`src/rtl/risc_pkg.sv`:
```
// Shared types and widths for the 16-bit RISC pipeline MEM stage.
package risc_pkg;

  localparam int DATA_W     = 16;
  localparam int REG_ADDR_W = 3;

  typedef enum logic [1:0] {
    MEM_NONE  = 2'd0,
    MEM_LOAD  = 2'd1,
    MEM_STORE = 2'd2
  } mem_op_t;

  typedef struct packed {
    logic                  valid;
    mem_op_t               op;
    logic [DATA_W-1:0]     alu_result;
    logic [DATA_W-1:0]     store_data;
    logic                  reg_write;
    logic [REG_ADDR_W-1:0] rd;
  } ex_mem_t;

  typedef struct packed {
    logic                  valid;
    logic [DATA_W-1:0]     data;
    logic [REG_ADDR_W-1:0] rd;
    logic                  reg_write;
  } mem_wb_t;

  // Read+write together is illegal; it resolves to a store so the read never fires.
  function automatic mem_op_t decode_mem_op(input logic rd_en, input logic wr_en);
    if (wr_en) return MEM_STORE;
    if (rd_en) return MEM_LOAD;
    return MEM_NONE;
  endfunction

endpackage

```
`src/rtl/mem_access_stage_pipe_reg.sv`:
```
// Generic pipeline register: 1-cycle latency, sync reset, hold freezes the
// contents (hold beats clear), clear loads zeros instead of i_d.
module pipe_reg #(
  parameter type T = logic
) (
  input  logic i_clk,
  input  logic i_rst,
  input  logic i_hold,
  input  logic i_clear,
  input  T     i_d,
  output T     o_q
);

  T r_q;

  always_ff @(posedge i_clk) begin
    if (i_rst) begin
      r_q <= '0;
    end else if (!i_hold) begin
      r_q <= i_clear ? T'('0) : i_d;
    end
  end

  assign o_q = r_q;

endmodule

```
`src/rtl/mem_access_stage.sv`:
```
// MEM stage: EX/MEM launches the data-memory access, MEM/WB captures load/ALU data
// one cycle later; stall holds both registers, flush squashes the EX/MEM entry.
module mem_access_stage
  import risc_pkg::*;
#(
  parameter int DATA_ROWS = 256,
  parameter int CNT_W     = 16
) (
  input  logic                  clk,
  input  logic                  rst,
  input  logic                  ex_valid,
  input  logic [DATA_W-1:0]     ex_alu_result,
  input  logic [DATA_W-1:0]     ex_store_data,
  input  logic                  ex_mem_read,
  input  logic                  ex_mem_write,
  input  logic                  ex_reg_write,
  input  logic [REG_ADDR_W-1:0] ex_rd,
  input  logic                  stall,
  input  logic                  flush,
  output logic [DATA_W-1:0]     dm_addr,
  output logic [DATA_W-1:0]     dm_write_data,
  output logic                  dm_write_en,
  output logic                  dm_read_en,
  input  logic [DATA_W-1:0]     dm_read_data,
  output logic                  wb_valid,
  output logic [DATA_W-1:0]     wb_data,
  output logic [REG_ADDR_W-1:0] wb_rd,
  output logic                  wb_reg_write,
  output logic                  mem_fault,
  output logic [DATA_W-1:0]     fault_addr,
  output logic [CNT_W-1:0]      load_count,
  output logic [CNT_W-1:0]      store_count
);

  ex_mem_t w_ex_mem_d;
  ex_mem_t w_ex_mem_q;
  mem_wb_t w_mem_wb_d;
  mem_wb_t w_mem_wb_q;

  logic w_in_range;
  logic w_is_load;
  logic w_is_store;
  logic w_out_of_range;

  logic             r_mem_fault;
  logic [DATA_W-1:0] r_fault_addr;
  logic [CNT_W-1:0] r_load_count;
  logic [CNT_W-1:0] r_store_count;

  always_comb begin
    w_ex_mem_d            = '0;
    w_ex_mem_d.valid      = ex_valid;
    w_ex_mem_d.op         = decode_mem_op(ex_mem_read, ex_mem_write);
    w_ex_mem_d.alu_result = ex_alu_result;
    w_ex_mem_d.store_data = ex_store_data;
    w_ex_mem_d.reg_write  = ex_reg_write;
    w_ex_mem_d.rd         = ex_rd;
  end

  pipe_reg #(.T(ex_mem_t)) u_ex_mem (
    .i_clk   (clk),
    .i_rst   (rst),
    .i_hold  (stall),
    .i_clear (flush),
    .i_d     (w_ex_mem_d),
    .o_q     (w_ex_mem_q)
  );

  assign w_in_range     = 32'(w_ex_mem_q.alu_result) < 32'(DATA_ROWS);
  assign w_is_load      = w_ex_mem_q.valid && (w_ex_mem_q.op == MEM_LOAD);
  assign w_is_store     = w_ex_mem_q.valid && (w_ex_mem_q.op == MEM_STORE);
  assign w_out_of_range = (w_is_load || w_is_store) && !w_in_range;

  // Bus is parked at zero whenever the EX/MEM slot is empty.
  assign dm_addr       = w_ex_mem_q.valid ? w_ex_mem_q.alu_result : '0;
  assign dm_write_data = w_ex_mem_q.valid ? w_ex_mem_q.store_data : '0;
  assign dm_read_en    = w_is_load && w_in_range;
  assign dm_write_en   = w_is_store && w_in_range && !stall && !rst;

  always_comb begin
    w_mem_wb_d           = '0;
    w_mem_wb_d.valid     = w_ex_mem_q.valid;
    w_mem_wb_d.data      = (w_ex_mem_q.op == MEM_LOAD) ? dm_read_data : w_ex_mem_q.alu_result;
    w_mem_wb_d.rd        = w_ex_mem_q.rd;
    w_mem_wb_d.reg_write = w_ex_mem_q.valid && w_ex_mem_q.reg_write && !w_out_of_range;
  end

  pipe_reg #(.T(mem_wb_t)) u_mem_wb (
    .i_clk   (clk),
    .i_rst   (rst),
    .i_hold  (stall),
    .i_clear (1'b0),
    .i_d     (w_mem_wb_d),
    .o_q     (w_mem_wb_q)
  );

  assign wb_valid     = w_mem_wb_q.valid;
  assign wb_data      = w_mem_wb_q.data;
  assign wb_rd        = w_mem_wb_q.rd;
  assign wb_reg_write = w_mem_wb_q.reg_write;

  // First out-of-range address is kept until reset.
  always_ff @(posedge clk) begin
    if (rst) begin
      r_mem_fault  <= 1'b0;
      r_fault_addr <= '0;
    end else if (w_out_of_range && !r_mem_fault) begin
      r_mem_fault  <= 1'b1;
      r_fault_addr <= w_ex_mem_q.alu_result;
    end
  end

  always_ff @(posedge clk) begin
    if (rst) begin
      r_load_count  <= '0;
      r_store_count <= '0;
    end else if (!stall && w_in_range) begin
      if (w_is_load && (r_load_count != {CNT_W{1'b1}})) begin
        r_load_count <= r_load_count + CNT_W'(1);
      end
      if (w_is_store && (r_store_count != {CNT_W{1'b1}})) begin
        r_store_count <= r_store_count + CNT_W'(1);
      end
    end
  end

  assign mem_fault   = r_mem_fault;
  assign fault_addr  = r_fault_addr;
  assign load_count  = r_load_count;
  assign store_count = r_store_count;

endmodule

```
`config.mk`:
```
export PLATFORM = sky130hd
export DESIGN_NAME = mem_access_stage
export DESIGN_NICKNAME = d
export VERILOG_FILES = /design/src/rtl/risc_pkg.sv /design/src/rtl/mem_access_stage_pipe_reg.sv /design/src/rtl/mem_access_stage.sv
export SDC_FILE = /design/constraint.sdc
export NUM_CORES = 1
export LEC_CHECK = 0
export CORE_MARGIN = 2
export CORE_UTILIZATION = 43
export DETAILED_ROUTE_END_ITERATION = 16
export GPL_ROUTABILITY_DRIVEN = 0
export GPL_TIMING_DRIVEN = 0
export PLACE_DENSITY = 0.77
export SYNTH_ARGS = -nofsm -noshare
export SYNTH_HDL_FRONTEND = slang
export SYNTH_HIERARCHICAL = 1
export SYNTH_SLANG_ARGS = --single-unit
```
`constraint.sdc`:
```
create_clock -name clk -period 2.5 [get_ports clk]
set_input_delay 0.25 -clock clk [delete_from_list [all_inputs] [get_ports clk]]
set_output_delay 0.25 -clock clk [all_outputs]
set_load 0.01 [all_outputs]
```
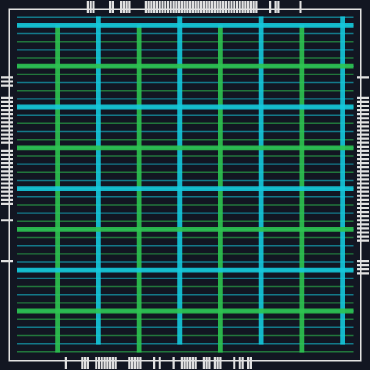
run_1/pdn.png
Drawn at 3 px/um. Pins as bars on the die edge.
Key: VSS = green; VDD = cyan
42 met1 rails follow the rows. 8 straps on met5. The core has 41 rows.

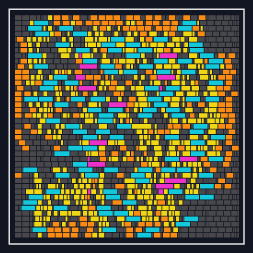
run_1/cell_classes.png
Drawn at 2 px/um. Fill, decap, tap and diode cells in grey.
Key: flip-flops = cyan [cells 109]; all other logic = yellow [cells 441]; other buffers and delay cells = orange [cells 207]; clock drivers and dummy loads = magenta [cells 16]

==> flow_summary.ini, run 1 <==
; generated from flow reports
[pwr]
p_clk_mw = 1.43
largestPowerGroup = sequential cells

[timing]
rsz0062_at_grt = false
fmaxAchievable_mhz = 409

[worst_setup_path]
path_class = reg2reg
r2r_start = u_ex_mem/o_q[30]
crit_family = simple AND/OR/NAND/NOR gates
crit_fanout = 10

[detailed_routing]
drtAntennaViolNets = 0
top_layer = met4
drt-total-wl_um = 15600

[synth]
top_cells_by_count = dfxtp_1, nand2_1, nand2b_1
ys_warn_count = 6

[layout]
seq_share_pct = 28.6
regArea_sq_mm = 0.00219
fin_util_pct = 61.1

[clock_tree]
ctsHoldBuffers = 0
cts_max_level = 3

[place]
place_hpwl_um = 11800

[min_path]
hold_start = u_ex_mem/o_q[2]

[job]
cap_viol_max_count = 0

[outcome]
status = complete, no violations

[global_route]
grt_util_met3_pct = 3.01
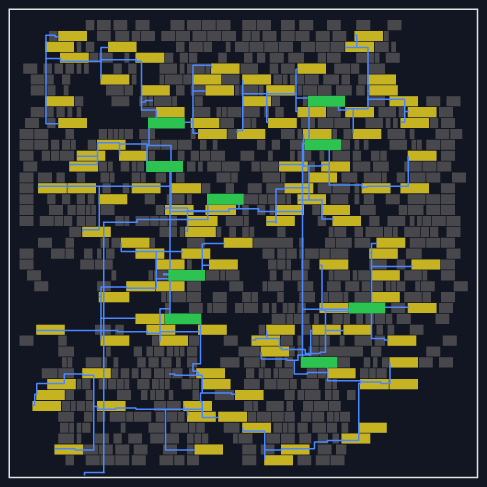
run_1/clock_map.png
Drawn at 4 px/um.
Key: flip-flops = yellow [count 109]; clock wires = blue [length 1260 um]; cells driving clock nets = green [count 9]
Position of the flops: spread over the die.

==> run 1 -> run 2 <==
--- a/config.mk
+++ b/config.mk
@@ -6,11 +6,11 @@
 export NUM_CORES = 1
 export LEC_CHECK = 0
 export CORE_MARGIN = 2
-export CORE_UTILIZATION = 43
+export CORE_UTILIZATION = 51
 export DETAILED_ROUTE_END_ITERATION = 16
 export GPL_ROUTABILITY_DRIVEN = 0
 export GPL_TIMING_DRIVEN = 0
-export PLACE_DENSITY = 0.77
+export PLACE_DENSITY = 0.86
 export SYNTH_ARGS = -nofsm -noshare
 export SYNTH_HDL_FRONTEND = slang
 export SYNTH_HIERARCHICAL = 1
==> constraint.sdc (replaced) <==
create_clock -name clk -period 2.85 [get_ports clk]
set_input_delay 0.285 -clock clk [delete_from_list [all_inputs] [get_ports clk]]
set_output_delay 0.285 -clock clk [all_outputs]
set_load 0.01 [all_outputs]
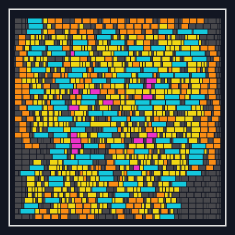
run_2/cell_classes.png
Drawn at 2 px/um. Fill, decap, tap and diode cells in grey.
Key: flip-flops = cyan [cells 109]; other buffers and delay cells = orange [cells 207]; clock drivers and dummy loads = magenta [cells 16]; all other logic = yellow [cells 441]

==> flow_summary.ini, run 2 <==
; generated from flow reports
[synth]
xor_share_pct = 0.160
synthesis.area_sq_mm = 0.00546
ys_warn_count = 6
top_cells_by_count = dfxtp_1, nand2_1, nand2b_1
ys_sh_aoi_pct = 16.7

[clock_tree]
cts_max_level = 3
clkSinkCount = 109
ctsHoldBuffers = 0
clk_pin_slew_ps = 100

[global_route]
antenna_found_initial = 0
grt_pass1_wl_um = 23100
grt_util_met3_pct = 3.15

[detailed_routing]
drtAntennaViolNets = 0
drt-total-wl_um = 14900

[timing]
fmaxAchievable_mhz = 374
rsz0062_at_grt = false

[worst_setup_path]
crit_family = buffers and inverters
r2r_setup_slack_ps = 320
cp_common_cell = clkbuf_1
r2r_start = load_count[0]
crit_fanout = 17

[place]
place_hpwl_um = 11400

[pwr]
p_int_mw = 2.05
largestPowerGroup = sequential cells
p_clk_mw = 0.878

[outcome]
status = complete, no violations

[layout]
inv_count = 4
seq_share_pct = 29.4
regArea_sq_mm = 0.00219
fin_util_pct = 71.8
clkCellAreaFrac_pct = 2.42

[job]
cap_viol_max_count = 0

[min_path]
hold_start = u_ex_mem/o_q[6]
==> run 2 -> run 3 <==
--- a/config.mk
+++ b/config.mk
@@ -11,6 +11,7 @@
 export GPL_ROUTABILITY_DRIVEN = 0
 export GPL_TIMING_DRIVEN = 0
 export PLACE_DENSITY = 0.86
+export RECOVER_POWER = 50
 export SYNTH_ARGS = -nofsm -noshare
 export SYNTH_HDL_FRONTEND = slang
 export SYNTH_HIERARCHICAL = 1
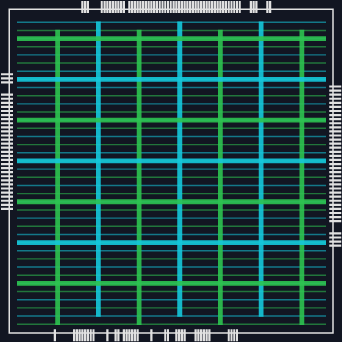
run_3/pdn.png
Drawn at 3 px/um. Pins as bars on the die edge.
Key: VSS = green; VDD = cyan
7 straps on met4. 7 straps on met5. The core has 37 rows. 163 signal pins sit on the boundary.

==> flow_summary.ini, run 3 <==
; generated from flow reports
[outcome]
status = complete, no violations

[clock_tree]
ctsHoldBuffers = 0
clk_pin_slew_ps = 100
cts_max_level = 3

[synth]
synthesis.area_sq_mm = 0.00546
top_cells_by_count = dfxtp_1, nand2_1, nand2b_1
xor_share_pct = 0.160

[layout]
seq_share_pct = 29.5
inv_count = 4
regArea_sq_mm = 0.00219
fin_util_pct = 71.5

[global_route]
antenna_found_initial = 0

[pwr]
p_int_mw = 2.04
largestPowerGroup = sequential cells

[detailed_routing]
drt-total-wl_um = 14900
drtAntennaViolNets = 0

[worst_setup_path]
crit_family = buffers and inverters
crit_fanout = 17
cp_common_cell = clkbuf_1
r2r_start = load_count[1]
r2r_setup_slack_ps = 280

[place]
place_hpwl_um = 11400

==> gallery <==
Routed metal, one colour a layer.
Drawn at 3 px/um. Two of the layers only.
panel A
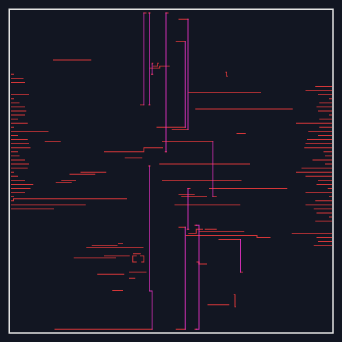
panel B
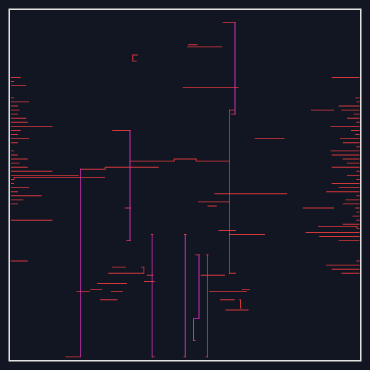
The one with the largest die is panel B.
For run 1, see panel B.
For run 3, see panel A.

